### Cell sizes after repair, run 1

The bar under the picture is 20 um long.
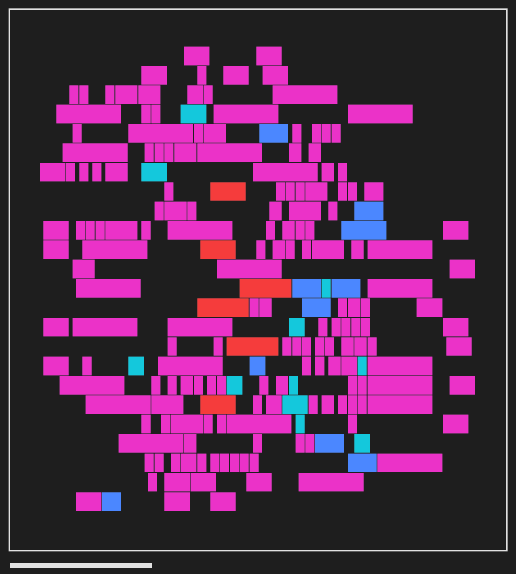
### Clock wiring as the flow saved it, run 1

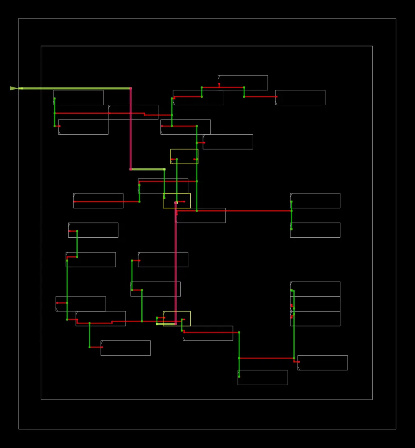
### Metal 1, run 1

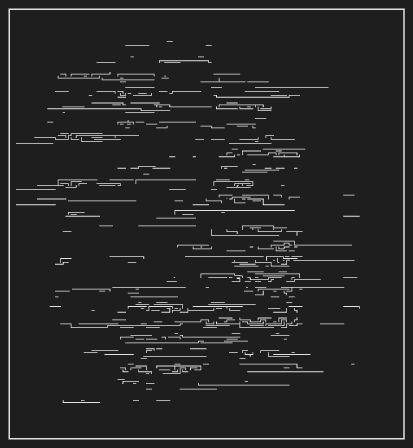
<file path="config.mk">
export PLATFORM = sky130hd
export DESIGN_NAME = fsm_empaque
export DESIGN_NICKNAME = d
export VERILOG_FILES = /design/src/rtl/fsm_empaque.sv
export SDC_FILE = /design/constraint.sdc
export NUM_CORES = 1
export LEC_CHECK = 0
export ABC_AREA = 1
export CORE_ASPECT_RATIO = 1.1
export CORE_MARGIN = 4
export CORE_UTILIZATION = 35
export DETAILED_ROUTE_END_ITERATION = 10
export SLEW_MARGIN = 0
export SYNTH_ARGS = -nofsm -noshare
export SYNTH_HDL_FRONTEND = slang
export SYNTH_SLANG_ARGS = --single-unit
export TNS_END_PERCENT = 5
</file>
<file path="constraint.sdc">
create_clock -name clk -period 3.7 [get_ports clk]
set_clock_uncertainty 0.05 [all_clocks]
set_input_delay 0.555 -clock clk [delete_from_list [all_inputs] [get_ports clk]]
set_output_delay 0.555 -clock clk [all_outputs]
set_load 0.1 [all_outputs]
</file>
<file path="src/rtl/fsm_empaque.sv">
// fsm_empaque: counts sealed units into boxes, times the box close/done sequence, keeps a box total (optional drop counter via PACK_DROP_CNT_EN)
module fsm_empaque #(
  parameter int UNITS_PER_BOX = 4,
  parameter int CLOSE_TICKS   = 3,
  parameter int DONE_TICKS    = 2,
  parameter int TOTAL_W       = 8
) (
  input  logic               clk,
  input  logic               rst,
  input  logic               tick,
  input  logic               sealed,
  input  logic               box_ready,
  output logic               empacando,
  output logic               cerrando,
  output logic               caja_lista,
  output logic               fault,
  output logic [3:0]         units_in_box,
  output logic [TOTAL_W-1:0] total_boxes,
  output logic [2:0]         state_packer
`ifdef PACK_DROP_CNT_EN
  ,
  output logic [7:0]         dropped_units
`endif
);
  typedef enum logic [2:0] {
    IDLE  = 3'b000,
    LOAD  = 3'b001,
    CLOSE = 3'b010,
    DONE  = 3'b011,
    FAULT = 3'b100
  } state_t;
  state_t     state;
  logic [3:0] timer;
  logic       ready_m, ready_s, sealed_q, unit_evt;
  assign unit_evt     = sealed & ~sealed_q;
  assign state_packer = state;
  // box_ready synchronizer and sealed edge register
  always_ff @(posedge clk or negedge rst) begin
    if (!rst) begin
      ready_m  <= 1'b0;
      ready_s  <= 1'b0;
      sealed_q <= 1'b0;
    end else begin
      ready_m  <= box_ready;
      ready_s  <= ready_m;
      sealed_q <= sealed;
    end
  end
  // packing sequence: load units, timed close, timed done, fault on box removal
  always_ff @(posedge clk or negedge rst) begin
    if (!rst) begin
      state        <= IDLE;
      units_in_box <= 4'd0;
      total_boxes  <= '0;
      timer        <= 4'd0;
    end else begin
      case (state)
        IDLE:
          if (ready_s) begin
            state        <= LOAD;
            units_in_box <= 4'd0;
          end
        LOAD:
          if (unit_evt) begin
            units_in_box <= units_in_box + 4'd1;
            if (units_in_box + 4'd1 == 4'(UNITS_PER_BOX)) begin
              state <= CLOSE;
              timer <= 4'(CLOSE_TICKS);
            end
          end else if (!ready_s) begin
            state <= FAULT;
          end
        CLOSE:
          if (tick) begin
            timer <= timer - 4'd1;
            if (timer == 4'd1) begin
              state       <= DONE;
              timer       <= 4'(DONE_TICKS);
              total_boxes <= total_boxes + TOTAL_W'(1);
            end
          end
        DONE:
          if (tick) begin
            timer <= timer - 4'd1;
            if (timer == 4'd1) begin
              units_in_box <= 4'd0;
              state        <= ready_s ? LOAD : IDLE;
            end
          end
        FAULT:
          if (tick && !ready_s) begin
            state        <= IDLE;
            units_in_box <= 4'd0;
          end
        default: state <= IDLE;
      endcase
    end
  end
  // LEDs are a registered decode of the state register
  always_ff @(posedge clk or negedge rst) begin
    if (!rst) begin
      empacando  <= 1'b0;
      cerrando   <= 1'b0;
      caja_lista <= 1'b0;
      fault      <= 1'b0;
    end else begin
      empacando  <= state == LOAD;
      cerrando   <= state == CLOSE;
      caja_lista <= state == DONE;
      fault      <= state == FAULT;
    end
  end
`ifdef PACK_DROP_CNT_EN
  // saturating count of unit events that arrive outside LOAD
  always_ff @(posedge clk or negedge rst) begin
    if (!rst)
      dropped_units <= 8'd0;
    else if (unit_evt && state != LOAD && dropped_units != 8'hFF)
      dropped_units <= dropped_units + 8'd1;
  end
`endif
endmodule

</file>
==> impl_metrics.yaml, run 1 <==
# physical design summary
yosys:
  ys_sh_simple_pct: 38.8
  yosys.cell_types.count: 23
  yosys_cells: 172
  top_area_cell: "dfrtp_1"
  postSynthAreaPerCell_sq_um: 8.50
  top_area_share_pct: 44.5
  postSynthSeqShare_pct: 44.5
  ys_sh_mux_pct: 0
  yosysWarningCount: 0
  synthTopCellsByCount: "nand2_1, dfrtp_1, inv_1"
  ys_area_sq_um: 1460
  ys_sh_xor_pct: 4.79
  synth-compound-area-share_pct: 1.80
  synth-edff-count: 0
  syn_inst: 172
grt:
  grt_pass1_vias: 1095
  antenna_found_initial: 0
  grt_pass1_wl_um: 4840
  grt_util_met3_pct: 1.72
  busiest_layer: "met2"
routing:
  drc_errors: 0
  viasPerCell: 4.47
  totalWireLength_um: 2650
  top_layer: "met4"
  met2_length_um: 1290
  drtIter0Drc: 59
  wl_met1_um: 1230
  first_pass_iters: 4
min_path:
  whs_endpoint: "ready_s"
  worstHoldStart: "ready_m"
  whs_path_depth: 0
timing:
  finalCriticalPeriod_ns: 2.56
  finalSetupTns_ns: 0
  period_used_pct: 69.2
  final-hold-violation-count: 0
  slew_viol_final: 0
clock_tree:
  numCtsBuffers: 3
  cts_resized: 0
  worstSkewPairLatency_ns: 0.27
  postCtsHoldBufs: 0
  clkTransAtPathRegs_ns: 0.08
  cts_setup_buffers: 0
critical_path:
  cp.required_ns: 3.09
  critPathBufInv: 1
  critPathCaptureType: "primary output"
  rr_worst_depth: 9
  path_delay_family: "buffers and inverters"
  path_class: "reg2out"
  slowest_delay_ns: 1.19
  worstPathCellList: "clkdlybuf4s50_1"
  r2r_end: "timer[2]"
cells_and_area:
  top_regs: "total_boxes (8), timer (4), units_in_box (4)"
  postLayoutCoreUtil_pct: 45.2
  logic_area_sq_um: 727
  area_share_nonclk_buffers_pct: 13.2
  largest_register_ffs: 8
  clkCellAreaFrac_pct: 2.29
  sh_seq_area_pct: 36.0
  comb_area_share_pct: 40.2
placed_design:
  port_buffers: 23
  gp_congestion: 0.852
pwr:
  power_density_nw_per_um2: 773
  clockPowerShare_pct: 11.3
  switching_share_pct: 54.6
  power_leader: "combinational cells"
  power.leakage_nw: 0.914
  irDropWorstVdd_mv: 0.343
floorplan:
  num_rows: 24
  tap_cells: 52
  fp.dieW_um: 69.6
run_status:
  status: "complete, no violations"
## Picture notes: 'Cell sizes after repair'
drive 2 -> cyan  # cells 11, share 5.5%
drive 3 to 4 -> blue  # cells 10, share 5.0%
drive 6 and up -> red  # cells 6, share 3.0%
drive 1 or less -> magenta  # cells 172, share 86%
synth-to-layout area growth: 23.5%
cell area after layout: 1810 sq um
Non-CTS buffers: 24
PnR worst setup slack: 1.14 ns

## Picture notes: 'Clock wiring as the flow saved it'
Flops: 26
clock group total power: 0.158 mW
clock buffers: 3

## Picture notes: 'Metal 1'
longest straight run = 21.2 um
wire length on this layer = 1,230 um
nets with wire on the layer = 183
share of all routed wire = 46%
main direction = horizontal
met1 Usage GRT: 14.6%
vias post-DR: 1,123

==> run 1: cells in the final DEF, fill, tap and decap left out, types with 2 or more instances in the layout <==
master and instances:
nand3_1 12, inv_1 17, nor2_4 4, nor2_8 3
nor2_2 2, clkbuf_8 3, xor2_1 2, nand3_2 3
clkdlybuf4s50_1 23, inv_2 4, nand2_2 2, ha_1 5
xnor2_1 6, o21ai_0 2, nand2_4 3, nor2_1 10
nand4_1 3, dfrtp_1 26, nand2_1 62
==> run 1: metrics by stage <==
step | hold WS, ns | setup slack (ns) | std cells
4_1_cts | 0.311 | 1.12 | 251
3_5_place_dp | 0.292 | 1.43 | 248
6_report | 0.311 | 1.14 | 251
5_1_grt | 0.316 | 1.08 | 251
3_3_place_gp | 0.287 | 1.44 | 248
2_1_floorplan | 0.209 | 1.64 | 172
### Signal wires by layer, run 1

Only two layers are drawn.
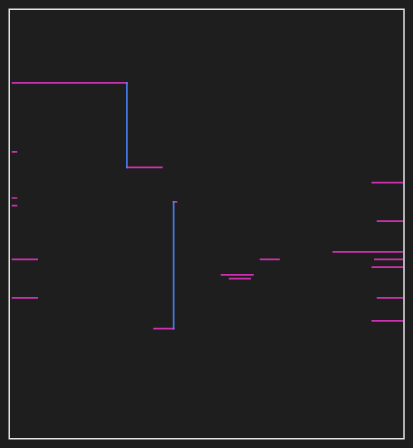

==> run 2, diff against run 1 <==
==> constraint.sdc (replaced) <==
create_clock -name clk -period 2.6 [get_ports clk]
set_clock_uncertainty 0.05 [all_clocks]
set_input_delay 0.39 -clock clk [delete_from_list [all_inputs] [get_ports clk]]
set_output_delay 0.39 -clock clk [all_outputs]
set_load 0.1 [all_outputs]
### Signal wires by layer, run 2

Only two layers are drawn.
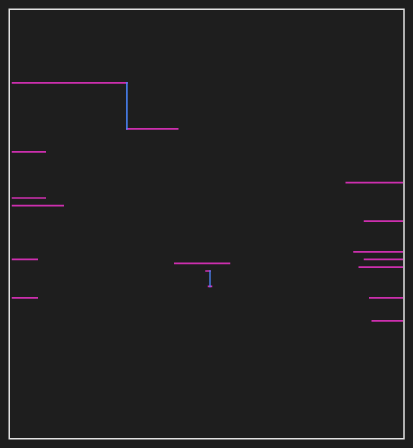
met3 -> magenta  # wire length 119 um
met4 -> blue  # wire length 10.9 um

==> impl_metrics.yaml, run 2 <==
# physical design summary
critical_path:
  worstPathCellList: "clkdlybuf4s50_1 > inv_1 > nor2_2 > nor2_1 > nand2_1 > nand2_1 > nor2_2 > nand2_1 > nand2_1 > nand2_1"
  cp.required_ns: 2.71
  slowest_delay_ns: 0.47
  path_delay_family: "simple AND/OR/NAND/NOR gates"
  path_class: "in2reg"
pwr:
  power_density_nw_per_um2: 1120
  clockPowerShare_pct: 11.0
  power_leader: "combinational cells"
  power.leakage_nw: 0.947
placed_design:
  pre_cts_ws_ns: 0.748
  port_buffers: 23
clock_tree:
  worstSkewPairLatency_ns: 0.26
  cts_setup_buffers: 0
yosys:
  ys_sh_mux_pct: 0
  postSynthSeqShare_pct: 44.5
  top_area_share_pct: 44.5
  yosys_cells: 172
  synth-edff-count: 0
  ys_sh_simple_pct: 38.8
  yosys.cell_types.count: 23
  ys_sh_xor_pct: 4.79
timing:
  slew_viol_final: 0
  finalCriticalPeriod_ns: 1.57
  finalSetupTns_ns: 0
routing:
  drtIter0Drc: 98
  drc_errors: 0
  wl_met1_um: 1260
  routed-via-count: 1088
  top_layer: "met4"
  totalWireLength_um: 2580
  viasPerCell: 4.33
  met2_length_um: 1200
grt:
  grt_util_met3_pct: 2.51
  grt_pass1_vias: 1041
  antenna_found_initial: 0
cells_and_area:
  design_area_sq_um: 1760
  final_common_cell: "nand2_1"
  logic_area_sq_um: 727
  largest_register_ffs: 8
  final_cell_mix: "nand2_1, dfrtp_1, buf_4, inv_1, nand3_1"
run_status:
  status: "complete, no violations"
==> run 2: cell count changes in the layout (fill, tap and decap cells not counted) <==
| cell | change |
|---|---|
| clkdlybuf4s50_1 | -19 |
| buf_4 | +19 |
==> run 2: through the flow <==
step / hold WS, ns / std cells / util, %
floorplan: 0.0444 / 172 / -
global placement: 0.284 / 248 / 43.0
detailed placement: 0.289 / 248 / 43.0
CTS: 0.309 / 251 / 44.0
global route: 0.325 / 251 / 44.0
finish: 0.306 / 251 / 44.0
==> run 2: area by class of cell <==
type                            instances  share of cell area (%)
Multi-Input combinational cell        124                    41.3
Sequential cell                        26                    37.0
Timing Repair Buffer                   24                    10.8
Inverter                               22                    4.84
Tap cell                               52                    3.70
Clock buffer                            3                    2.35
### Metal 2, run 2

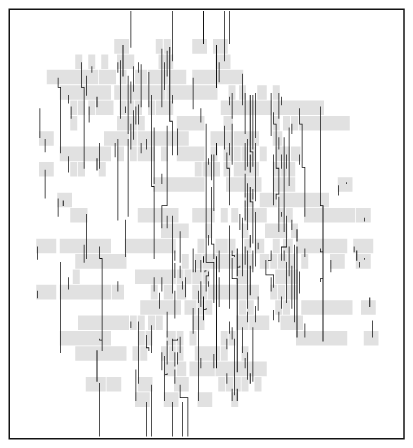

==> run 3, diff against run 2 <==
==> constraint.sdc (replaced) <==
create_clock -name clk -period 1.4 [get_ports clk]
set_clock_uncertainty 0.05 [all_clocks]
set_input_delay 0.21 -clock clk [delete_from_list [all_inputs] [get_ports clk]]
set_output_delay 0.21 -clock clk [all_outputs]
set_load 0.1 [all_outputs]
### Metal 2, run 3

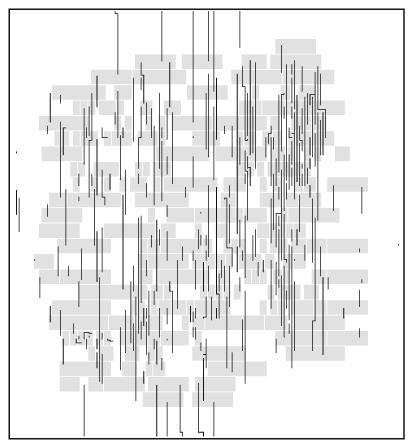
main direction = vertical
longest straight run = 28.2 um
nets with wire on the layer = 181
Total Wirelength: 3000 um
met2 usage: 22.8%
vias post-DR: 1,214

==> impl_metrics.yaml, run 3 <==
# physical design summary
placed_design:
  pre_cts_ws_ns: -0.247
  port_buffers: 23
  gp_congestion: 0.819
cells_and_area:
  clkbuf_count: 4
  sh_seq_area_pct: 30.5
  largest_class: "logic gates"
  top_regs: "total_boxes (8), timer (4), units_in_box (4)"
  area_share_nonclk_buffers_pct: 24.6
  logic_area_sq_um: 805
  largest_register_ffs: 8
  syn_to_final_growth_pct: 52.5
  nNonClkInverters: 22
  clkCellAreaFrac_pct: 2.02
yosys:
  ys_area_sq_um: 1460
  postSynthSeqShare_pct: 44.5
  ys_sh_xor_pct: 4.79
  ys_sh_simple_pct: 38.8
  yosys_cells: 172
  yosys.cell_types.count: 23
critical_path:
  critPathCaptureType: "flip-flop"
  r2r_end: "timer[3]"
  path_delay_family: "simple AND/OR/NAND/NOR gates"
  rr_worst_depth: 9
timing:
  finalSetupViolations: 5
  layout_setup_ws_ns: -0.0508
  slew_viol_final: 0
  finalCriticalPeriod_ns: 1.45
clock_tree:
  postCtsHoldBufs: 0
  numCtsBuffers: 3
pwr:
  irDropWorstVdd_mv: 1.04
  power_leader: "combinational cells"
  clk-power_mw: 0.436
routing:
  drc_errors: 0
  viasPerCell: 4.53
  top_layer: "met4"
  drtIter0Drc: 79
  met2_length_um: 1590
floorplan:
  tap_cells: 52
run_status:
  status: "finished with violations"
  failed_checks: "negative setup slack"
grt:
  grt_pass1_wl_um: 5260
[run 3: metal layers]
metal  vias to the layer above  GRT usage, %
met2                        19          22.8
li1                        621             -
met1                       569          14.5
met5                         -             0
met3                         5          2.51
met4                         0          6.17
[run 3: through the flow]
step           hold WS [ns]  utilization, %  std cells  power, mW  setup TNS, ns
2_1_floorplan        -0.136               -        172       2.92          -2.16
3_3_place_gp          0.286            52.9        263       3.86          -2.10
3_5_place_dp          0.298            52.9        263       3.93          -2.74
4_1_cts               0.257            55.0        267       4.50         -0.335
5_1_grt               0.293            55.9        268       4.77          -1.21
6_report              0.249            55.9        268       4.50         -0.156
[run 3: what timing repair did]
action / in CTS / in global routing
setup endpoints to repair: 16 / 18
setup buffers: 0 / 1
hold endpoints to repair: 0 / 0
pin swaps: 2 / 6
resized: 9 / 11
No activity file was given, so power comes from the tool's default toggle rates.
